<file path="src/rtl/fpu_result_stage.sv">
`default_nettype none
// ============================================================================
// Module   : fpu_result_stage
// Brief    : fALU result stage - fcc update, NaN sticky, 2-entry writeback FIFO
// Revision : 1.0
// ============================================================================
module fpu_result_stage #(
    parameter int DEPTH = 2,
    parameter int REGW  = 5
) (
    input  logic            clk,
    input  logic            rst,
    input  logic            in_valid,
    output logic            in_ready,
    input  logic [63:0]     in_out,
    input  logic            in_con,
    input  logic [3:0]      in_control,
    input  logic [REGW-1:0] in_dest,
    output logic            wb_valid,
    input  logic            wb_ready,
    output logic [63:0]     wb_data,
    output logic [REGW-1:0] wb_dest,
    output logic            wb_double,
    output logic            fcc,
    output logic            nan_sticky,
    input  logic            clr_sticky
);

    localparam logic [1:0] c_CNT_FULL = DEPTH[1:0];

    logic [63:0]     r_data [0:1];
    logic [REGW-1:0] r_dest [0:1];
    logic            r_dbl  [0:1];
    logic            r_wptr;
    logic            r_rptr;
    logic [1:0]      r_count;
    logic            r_fcc;
    logic            r_nan;

    logic            w_is_cmp;
    logic            w_is_dbl;
    logic            w_accept;
    logic            w_push;
    logic            w_pop;
    logic [63:0]     w_push_data;
    logic            w_snan;
    logic            w_dnan;
    logic            w_nan_set;

    assign w_is_cmp    = (in_control[1:0] != 2'b00);
    assign w_is_dbl    = in_control[2];
    assign in_ready    = (r_count != c_CNT_FULL);
    // Illegal codes (bit 3 set) are consumed but have no side effects.
    assign w_accept    = in_valid & in_ready & ~in_control[3];
    assign w_push      = w_accept & ~w_is_cmp;
    assign wb_valid    = (r_count != 2'd0);
    assign w_pop       = wb_valid & wb_ready;
    assign w_push_data = w_is_dbl ? in_out : {in_out[63:32], 32'h0};

    assign w_snan    = (in_out[62:55] == 8'hFF)  && (in_out[54:32] != 23'h0);
    assign w_dnan    = (in_out[62:52] == 11'h7FF) && (in_out[51:0] != 52'h0);
    assign w_nan_set = w_push & (w_is_dbl ? w_dnan : w_snan);

    assign wb_data    = r_data[r_rptr];
    assign wb_dest    = r_dest[r_rptr];
    assign wb_double  = r_dbl[r_rptr];
    assign fcc        = r_fcc;
    assign nan_sticky = r_nan;

    // Payload storage needs no reset; validity is carried by r_count.
    always_ff @(posedge clk) begin
        if (w_push) begin
            r_data[r_wptr] <= w_push_data;
            r_dest[r_wptr] <= in_dest;
            r_dbl[r_wptr]  <= w_is_dbl;
        end
    end

    always_ff @(posedge clk) begin
        if (rst) begin
            r_wptr  <= 1'b0;
            r_rptr  <= 1'b0;
            r_count <= 2'd0;
            r_fcc   <= 1'b0;
            r_nan   <= 1'b0;
        end else begin
            if (w_push) begin
                r_wptr <= ~r_wptr;
            end
            if (w_pop) begin
                r_rptr <= ~r_rptr;
            end
            case ({w_push, w_pop})
                2'b10:   r_count <= r_count + 2'd1;
                2'b01:   r_count <= r_count - 2'd1;
                default: r_count <= r_count;
            endcase
            if (w_accept && w_is_cmp) begin
                r_fcc <= in_con;
            end
            // A NaN detected in the same cycle as a clear takes priority.
            if (w_nan_set) begin
                r_nan <= 1'b1;
            end else if (clr_sticky) begin
                r_nan <= 1'b0;
            end
        end
    end

endmodule
`default_nettype wire
</file>
<file path="config.mk">
export PLATFORM = sky130hd
export DESIGN_NAME = fpu_result_stage
export DESIGN_NICKNAME = d
export VERILOG_FILES = /design/src/rtl/fpu_result_stage.sv
export SDC_FILE = /design/constraint.sdc
export NUM_CORES = 1
export LEC_CHECK = 0
export ABC_AREA = 1
export CAP_MARGIN = 0
export CORE_ASPECT_RATIO = 0.75
export CORE_MARGIN = 8
export CORE_UTILIZATION = 44
export CTS_BUF_LIST = sky130_fd_sc_hd__clkbuf_4 sky130_fd_sc_hd__clkbuf_8 sky130_fd_sc_hd__clkbuf_16
export CTS_CLUSTER_DIAMETER = 150
export DETAILED_ROUTE_END_ITERATION = 10
export GPL_TIMING_DRIVEN = 0
export PLACE_DENSITY = 0.73
export SYNTH_ARGS = -nofsm -noshare
export SYNTH_HDL_FRONTEND = slang
export SYNTH_SLANG_ARGS = --single-unit
</file>
<file path="constraint.sdc">
create_clock -name clk -period 5.4 [get_ports clk]
set_input_delay 1.35 -clock clk [delete_from_list [all_inputs] [get_ports clk]]
set_output_delay 1.35 -clock clk [all_outputs]
set_load 0.02 [all_outputs]
</file>
==> GITHUB_STEP_SUMMARY, run 1 <==
## PnR job results

| Metric | Value |
|---|---|
| Status | `complete, no violations` |
| Synth Register Bits | `147` |
| Core Rows | `37` |
| Pwr top | `registers` |
| Fp_density | `0.443` |
| Port Buffers | `152` |
| Comb power | `approximately 0.00026 W` |
| Seq/Total Area, Yosys | `0.728` |
| Seq pwr share | `0.472` |
| PD cells | `320 nW/µm²` |
| Largest net degree at the start of global routing | `31` |
| DRC Markers | `0` |
| Met3 WL post-DR | `1010 µm` |
| First-pass iteration count of the detailed router | `4` |
| NonClk Buf Share | `0.203` |
| Post-Route Utilization | `0.623` |
| Gate Area | `approximately 1400 µm²` |
| TNS Setup | `0 ns` |
| # resized after CTS | `0` |
| Most frequent logic cell in the layout | `clkdlybuf4s50_1` |
| Die width | `between 150 and 200 µm` |
| Largest class | `registers` |
| Total Wirelength | `13300 µm` |
| CTS buffer count | `17` |
| Top-count cell post-synth | `edfxtp_1` |
| Max FFs per register | `roughly 130` |
| P_int | `roughly 0.0021 W` |
| Clkbuf count | `20` |
| Flops | `~150` |
| Adder Share, Synth | `0.00210` |
| Critical path's top delay family | `buffers and inverters` |
| P_sw | `roughly 0.00055 W` |
| Busiest grt layer | `met2` |
| Non-filler instance count after layout | `approximately 760` |
| DIE AREA | `roughly 18000 µm²` |
| Hold_ws | `~0.46 ns` |
| Antenna Nets Post-Route | `0` |
| Max-cap violations | `0` |
| Most common reg cell | `edfxtp_1` |
| Pwr Total | `between 0.002 and 0.003 W` |
| Hold Path Origin | `nan_sticky` |
| P_seq | `0.00127 W` |
| Post-DP HPWL | `9580 µm` |
| Met3 Use GR | `0.0522` |
| Metal2 WL | `6210 µm` |
| Congestion Overflow GR | `0` |
| Crit-path cells | `buf_2, buf_6, mux2_2, clkdlybuf4s50_1` |
### Clock network drawn from the DEF, run 1

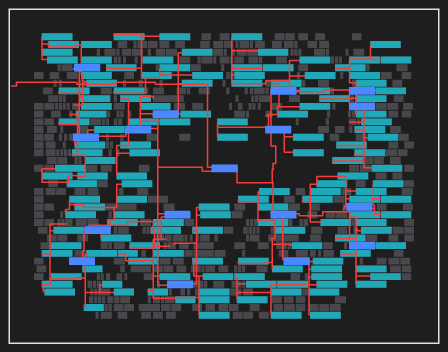
Cyan shows flip-flops, count 147. Red shows clock wires, length 1650 µm. Blue shows cells driving clock nets, count 17.
Position of the flops: widely spread. There are 18 routed clock nets.

### Routed metal per tile, run 1

The die is cut into 30 by 23 equal tiles; dark blue is low, red is high, scaled to the fullest tile. Values are wire area over tile area, all layers added.
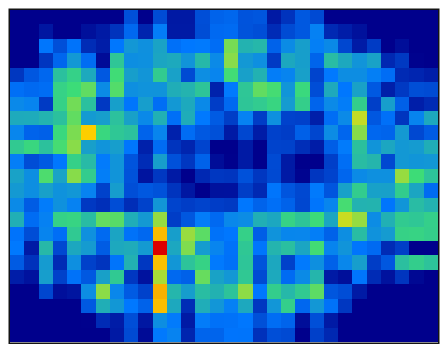
14% of the tiles are nearly empty. 5.9% of the tiles are over half the peak. The fullest tile reaches 0.51.

### Sequential cells grouped by signal name, run 1

Bar = 50 µm. Other sequential cells in the stronger grey, the rest of the logic in the fainter grey.
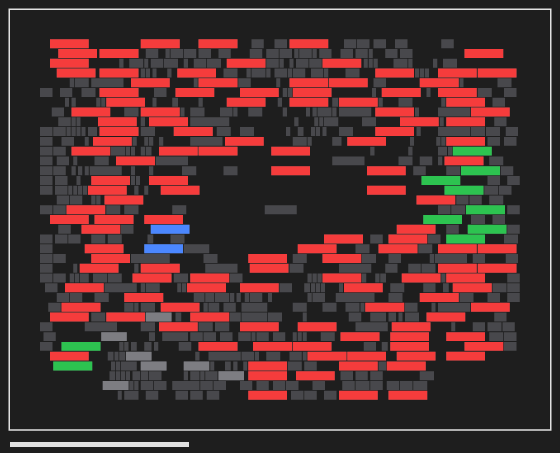
Red shows r_data, flops 128, where widely spread. Green shows r_dest, flops 10. Blue shows r_dbl, flops 2.
Another 7 sequential cells are not coloured.

==> run 2, diff against run 1 <==
Settings changed: CORE_UTILIZATION 44 to 49, PLACE_DENSITY 0.73 to 0.77.
Clock period 5.4 ns to 3.5 ns, I/O delays scaled along.
### Sequential cells grouped by signal name, run 2

Bar = 50 µm. Other sequential cells in the stronger grey, the rest of the logic in the fainter grey.
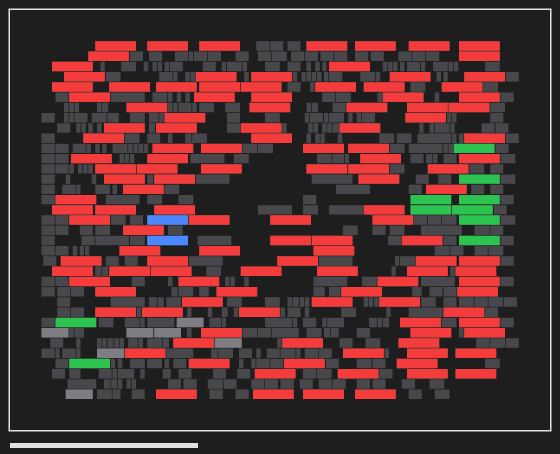
FF/Latch Area: 4340 µm²
P_seq: 0.00196 W
Seq area share: 0.519
Post-Route Utilization: 0.692

==> run 2 against run 1 <==
- largest cell class unchanged
- critical path depth did not move
- sequential power rose by 54%
- final cell count is 1.2% lower
- synthesized area unchanged
- register-to-register slack lost 1.8 ns
- combinational power up 54%
- power is 52% higher
- worst hold slack improved by 0.0030 ns
- sequential cell count unchanged
- design area is 0.30% lower
- sequential share of layout area is 0.15 points higher
==> GITHUB_STEP_SUMMARY, run 2 <==
## PnR job results

| Metric | Value |
|---|---|
| Met3 WL post-DR | `950 µm` |
| Die width | `143 µm` |
| First-pass iteration count of the detailed router | `4` |
| Most frequent logic cell in the layout | `clkdlybuf4s50_1` |
| Largest net degree at the start of global routing | `33` |
| Max FFs per register | `128` |
| Crit-path cells | `buf_2, buf_6, mux2_2, clkdlybuf4s50_1` |
| DRC Markers | `0` |
| Max-cap violations | `0` |
| Seq/Total Area, Yosys | `0.728` |
| Non-filler instance count after layout | `between 700 and 800` |
| Largest class | `registers` |
| Metal2 WL | `6490 µm` |
| Hold_ws | `0.467 ns` |
| Adder Share, Synth | `0.00210` |
| Busiest grt layer | `met2` |
| NonClk Buf Share | `0.204` |
| P_int | `0.00322 W` |
| Comb power | `0.000403 W` |
| Seq pwr share | `0.478` |
| P_sw | `0.000877 W` |
| Hold Path Origin | `fcc` |
| DIE AREA | `16000 µm²` |
| Antenna Nets Post-Route | `0` |
| Pwr top | `registers` |
| Vias in the first global route | `just under 4000` |
| # resized after CTS | `0` |
| Initial antenna violation count | `0` |
| Gate Area | `between 1000 and 1500 µm²` |
| TNS Setup | `0 ns` |
| Clkbuf count | `18` |
| Status | `complete, no violations` |
| Port Buffers | `152` |
| Fp_density | `0.494` |
| Most common reg cell | `edfxtp_1` |
| Post-DP HPWL | `9420 µm` |
| Congestion Overflow GR | `0` |
| Critical path's top delay family | `buffers and inverters` |
| Synth Register Bits | `147` |
| PD cells | `489 nW/µm²` |
| Pwr Total | `0.00409 W` |
==> run 3, diff against run 2 <==
Settings changed: ABC_AREA 1 to not set, CORE_UTILIZATION 49 to 48, PLACE_DENSITY 0.77 to 0.76.
### Routed metal per tile, run 3

The die is cut into 28 by 22 equal tiles; dark blue is low, red is high, scaled to the fullest tile. Values are wire area over tile area, all layers added.
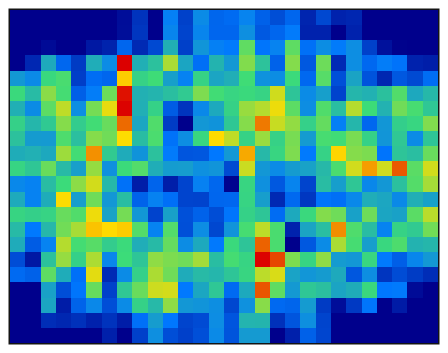
The mean over all tiles is 0.13. The fullest tile reaches 0.39. 23% of the tiles are over half the peak. 11% of the tiles are nearly empty.

==> run 3 against run 2 <==
- clock-buffer cell count increased by 1
- via count decreased by 8.0%
- sequential cell count unchanged
- clock skew about the same
- synthesized area decreased by 3.5%
- sequential power about the same
- first-iteration DRC count decreased by 32%
- die size decreased by 1.3%
- global-route usage decreased by 0.51 points
- largest power group unchanged
==> GITHUB_STEP_SUMMARY, run 3 <==
## PnR job results

| Metric | Value |
|---|---|
| DIE AREA | `15800 µm²` |
| NonClk Buf Share | `0.202` |
| Congestion Overflow GR | `0` |
| Metal2 WL | `~6100 µm` |
| Status | `complete, no violations` |
| PD cells | `514 nW/µm²` |
| Seq/Total Area, Yosys | `0.755` |
| Comb power | `roughly 0.00045 W` |
| DRC Markers | `0` |
| Port Buffers | `~150` |
| Die width | `142 µm` |
| Initial antenna violation count | `0` |
| P_seq | `0.00196 W` |
| Adder Share, Synth | `0.00217` |
| Non-filler instance count after layout | `~660` |
| Total Wirelength | `roughly 13000 µm` |
| Antenna Nets Post-Route | `0` |
| First-pass iteration count of the detailed router | `6` |
| Post-DP HPWL | `slightly above 9000 µm` |
| # resized after CTS | `0` |
| Hold_ws | `0.520 ns` |
| Crit-path cells | `clkbuf_1, buf_2, mux2_1, clkdlybuf4s50_1` |
| Post-Route Utilization | `0.699` |
| Met3 Use GR | `0.0546` |
| TNS Setup | `0 ns` |
| Flops | `147` |
| Seq area share | `0.533` |
| Clkbuf count | `19` |
| Pwr top | `registers` |
| Hold Path Origin | `fcc` |
| FF/Latch Area | `4340 µm²` |
| Seq pwr share | `0.468` |
| Max-cap violations | `0` |
| P_sw | `0.000881 W` |
| Largest net degree at the start of global routing | `31` |
| P_int | `~0.0033 W` |
Power figures rest on the tool's default switching activity, not on a simulated workload.
